==> config.mk <==
export PLATFORM = sky130hd
export DESIGN_NAME = mult_pipe_hs_wrapper
export DESIGN_NICKNAME = d
export VERILOG_FILES = /design/src/rtl/mult_pipe_hs_wrapper.sv
export SDC_FILE = /design/constraint.sdc
export NUM_CORES = 1
export LEC_CHECK = 0
export ABC_AREA = 0
export CAP_MARGIN = 25
export CORE_UTILIZATION = 59
export CTS_CLUSTER_DIAMETER = 60
export DETAILED_ROUTE_END_ITERATION = 7
export PLACE_DENSITY = 0.79
export SLEW_MARGIN = 25
export SYNTH_ARGS = -nofsm -noshare
export SYNTH_HDL_FRONTEND = slang
export SYNTH_SLANG_ARGS = --single-unit
==> constraint.sdc <==
create_clock -name clk -period 8 [get_ports clk]
set_input_delay 1.2 -clock clk [delete_from_list [all_inputs] [get_ports clk]]
set_output_delay 1.2 -clock clk [all_outputs]
set_load 0.02 [all_outputs]
==> src/rtl/mult_pipe_hs_wrapper.sv <==
// Elastic pipelined multiplier with valid/ready on both sides.
// Signed/unsigned mode and a tag travel with each operand pair.
module mult_pipe_hs_wrapper #(
    parameter int WIDTH       = 16,
    parameter int PIPE_STAGES = 3,
    parameter int TAG_W       = 4,
    localparam int CW         = $clog2(PIPE_STAGES + 1)
) (
    input  logic                 clk,
    input  logic                 rst,
    input  logic                 in_valid,
    output logic                 in_ready,
    input  logic                 in_signed,
    input  logic [WIDTH-1:0]     multiplicand,
    input  logic [WIDTH-1:0]     multiplier,
    input  logic [TAG_W-1:0]     in_tag,
    output logic                 out_valid,
    input  logic                 out_ready,
    output logic [2*WIDTH-1:0]   product,
    output logic [TAG_W-1:0]     out_tag,
    output logic [CW-1:0]        in_flight
);

    typedef struct packed {
        logic             sgn;
        logic [WIDTH-1:0] a;
        logic [WIDTH-1:0] b;
        logic [TAG_W-1:0] tag;
    } op_t;

    typedef struct packed {
        logic [2*WIDTH-1:0] prod;
        logic [TAG_W-1:0]   tag;
    } res_t;

    localparam int N = PIPE_STAGES;

    op_t                s1_q;
    res_t               res_q [1:N-1];
    logic [N-1:0]       vld_q;
    logic [N-1:0]       ld;
    logic [2*WIDTH-1:0] ea;
    logic [2*WIDTH-1:0] eb;
    logic [2*WIDTH-1:0] mul_lo;
    logic [CW-1:0]      cnt_q;
    logic               acc;
    logic               dlv;

    // Load enables ripple back from the output so empty stages refill
    always_comb begin
        ld = '0;
        ld[N-1] = !vld_q[N-1] || out_ready;
        for (int k = N - 2; k >= 0; k--) begin
            ld[k] = !vld_q[k] || ld[k+1];
        end
    end

    // Extension to 2W bits leaves the low 2W product bits identical
    // to the (W+1)-bit signed/zero-extended multiply
    always_comb begin
        ea     = {{WIDTH{s1_q.sgn & s1_q.a[WIDTH-1]}}, s1_q.a};
        eb     = {{WIDTH{s1_q.sgn & s1_q.b[WIDTH-1]}}, s1_q.b};
        mul_lo = ea * eb;
    end

    // Stage registers: S1 holds operands, S2..SN hold product and tag
    always_ff @(posedge clk) begin
        if (rst) begin
            vld_q <= '0;
            s1_q  <= '0;
            for (int k = 1; k < N; k++) begin
                res_q[k] <= '0;
            end
        end else begin
            if (ld[0]) begin
                vld_q[0] <= in_valid;
                if (in_valid) begin
                    s1_q <= {in_signed, multiplicand, multiplier, in_tag};
                end
            end
            if (ld[1]) begin
                vld_q[1] <= vld_q[0];
                if (vld_q[0]) begin
                    res_q[1] <= {mul_lo, s1_q.tag};
                end
            end
            for (int k = 2; k < N; k++) begin
                if (ld[k]) begin
                    vld_q[k] <= vld_q[k-1];
                    if (vld_q[k-1]) begin
                        res_q[k] <= res_q[k-1];
                    end
                end
            end
        end
    end

    assign acc = in_valid && ld[0];
    assign dlv = vld_q[N-1] && out_ready;

    // Occupancy counter: +1 on accept, -1 on deliver
    always_ff @(posedge clk) begin
        if (rst) begin
            cnt_q <= '0;
        end else if (acc && !dlv) begin
            cnt_q <= cnt_q + CW'(1);
        end else if (!acc && dlv) begin
            cnt_q <= cnt_q - CW'(1);
        end
    end

    assign in_ready  = ld[0];
    assign out_valid = vld_q[N-1];
    assign product   = res_q[N-1].prod;
    assign out_tag   = res_q[N-1].tag;
    assign in_flight = cnt_q;

endmodule
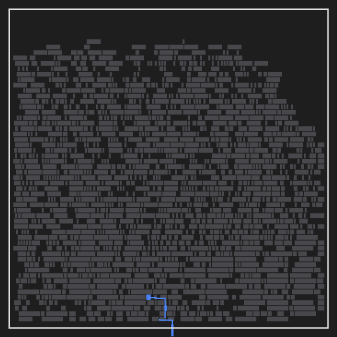
port_trees.png
Scale: 2 px per um.
blue -> out_ready  # bits 1, direction input, edge bottom, end cells 2, buffers 1, wire 28.6 um

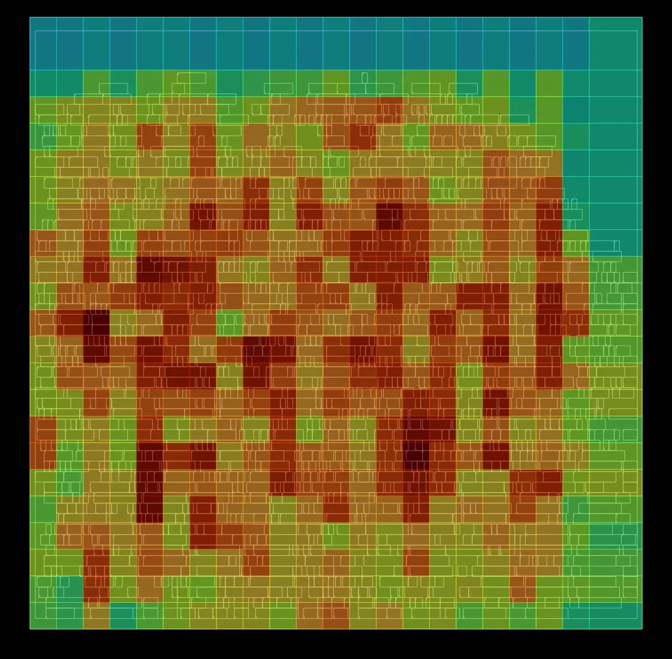
congestion_map.png
M1 GR Usage: 36.8%
wire length per cell: 18.6 um
met2 Usage GRT: 53.3%

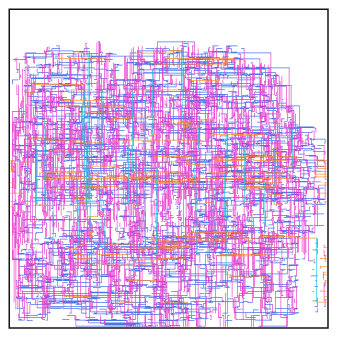
layers.png
Scale: 2 px per um.
magenta -> M2  # wire length 17800 um
cyan -> M4  # wire length 1640 um
orange -> M3  # wire length 2360 um
blue -> M1  # wire length 12700 um

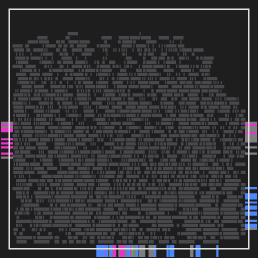
pinout.png
Scale: 1.5 px per um. Pins as bars across the die edge, other pins in gray.
blue -> product  # pins 32, direction output, edge 20 bottom, 12 right
magenta -> multiplier  # pins 16, direction input, edge 7 bottom, 7 left, 2 right
green -> out_ready  # pins 1, direction input, edge bottom

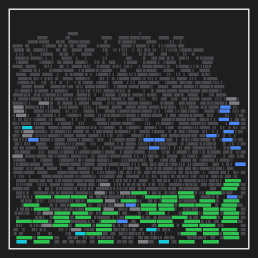
ff_map.png
Scale: 1.5 px per um.
green -> res_q  # flops 72, where a horizontal strip, bottom
cyan -> s1_q  # flops 5
blue -> ea  # flops 16
not colored = 21

==> results.yml <==
# physical design summary
final_layout:
  clock_buffers: 17
  flops: 114
  antenna_cells: 0
  fin_area_mm2: 0.0161
  mi_logic_area_mm2: 0.0101
clocking:
  clk_path_buf_depth: 2
  post_cts_buffers: 0
  cts_root_buffer: "clkbuf_16"
placed_design:
  dp_cells: 1828
  gp_congestion: 0.871
  dp_hpwl_um: 25800
route:
  route.met2.wl_um: 17800
worst_setup_path:
  critPathKind: "register to register"
  arrival_ns: 7.26
  worstPathRequired_ns: 8.18
pwr:
  peakVddDrop_v: 0.000113
  p_clk_share_pct: 41.1
  pg_comb_uw: 416
synth:
  top_area_share_pct: 39.0
  ys_sh_adder_pct: 46.2
status:
  outcome: "complete, no violations"
global_routing:
  grt_pass1_wl_um: 56900
  use_met3_pct: 4.38
No activity file was given, so power comes from the tool's default toggle rates.
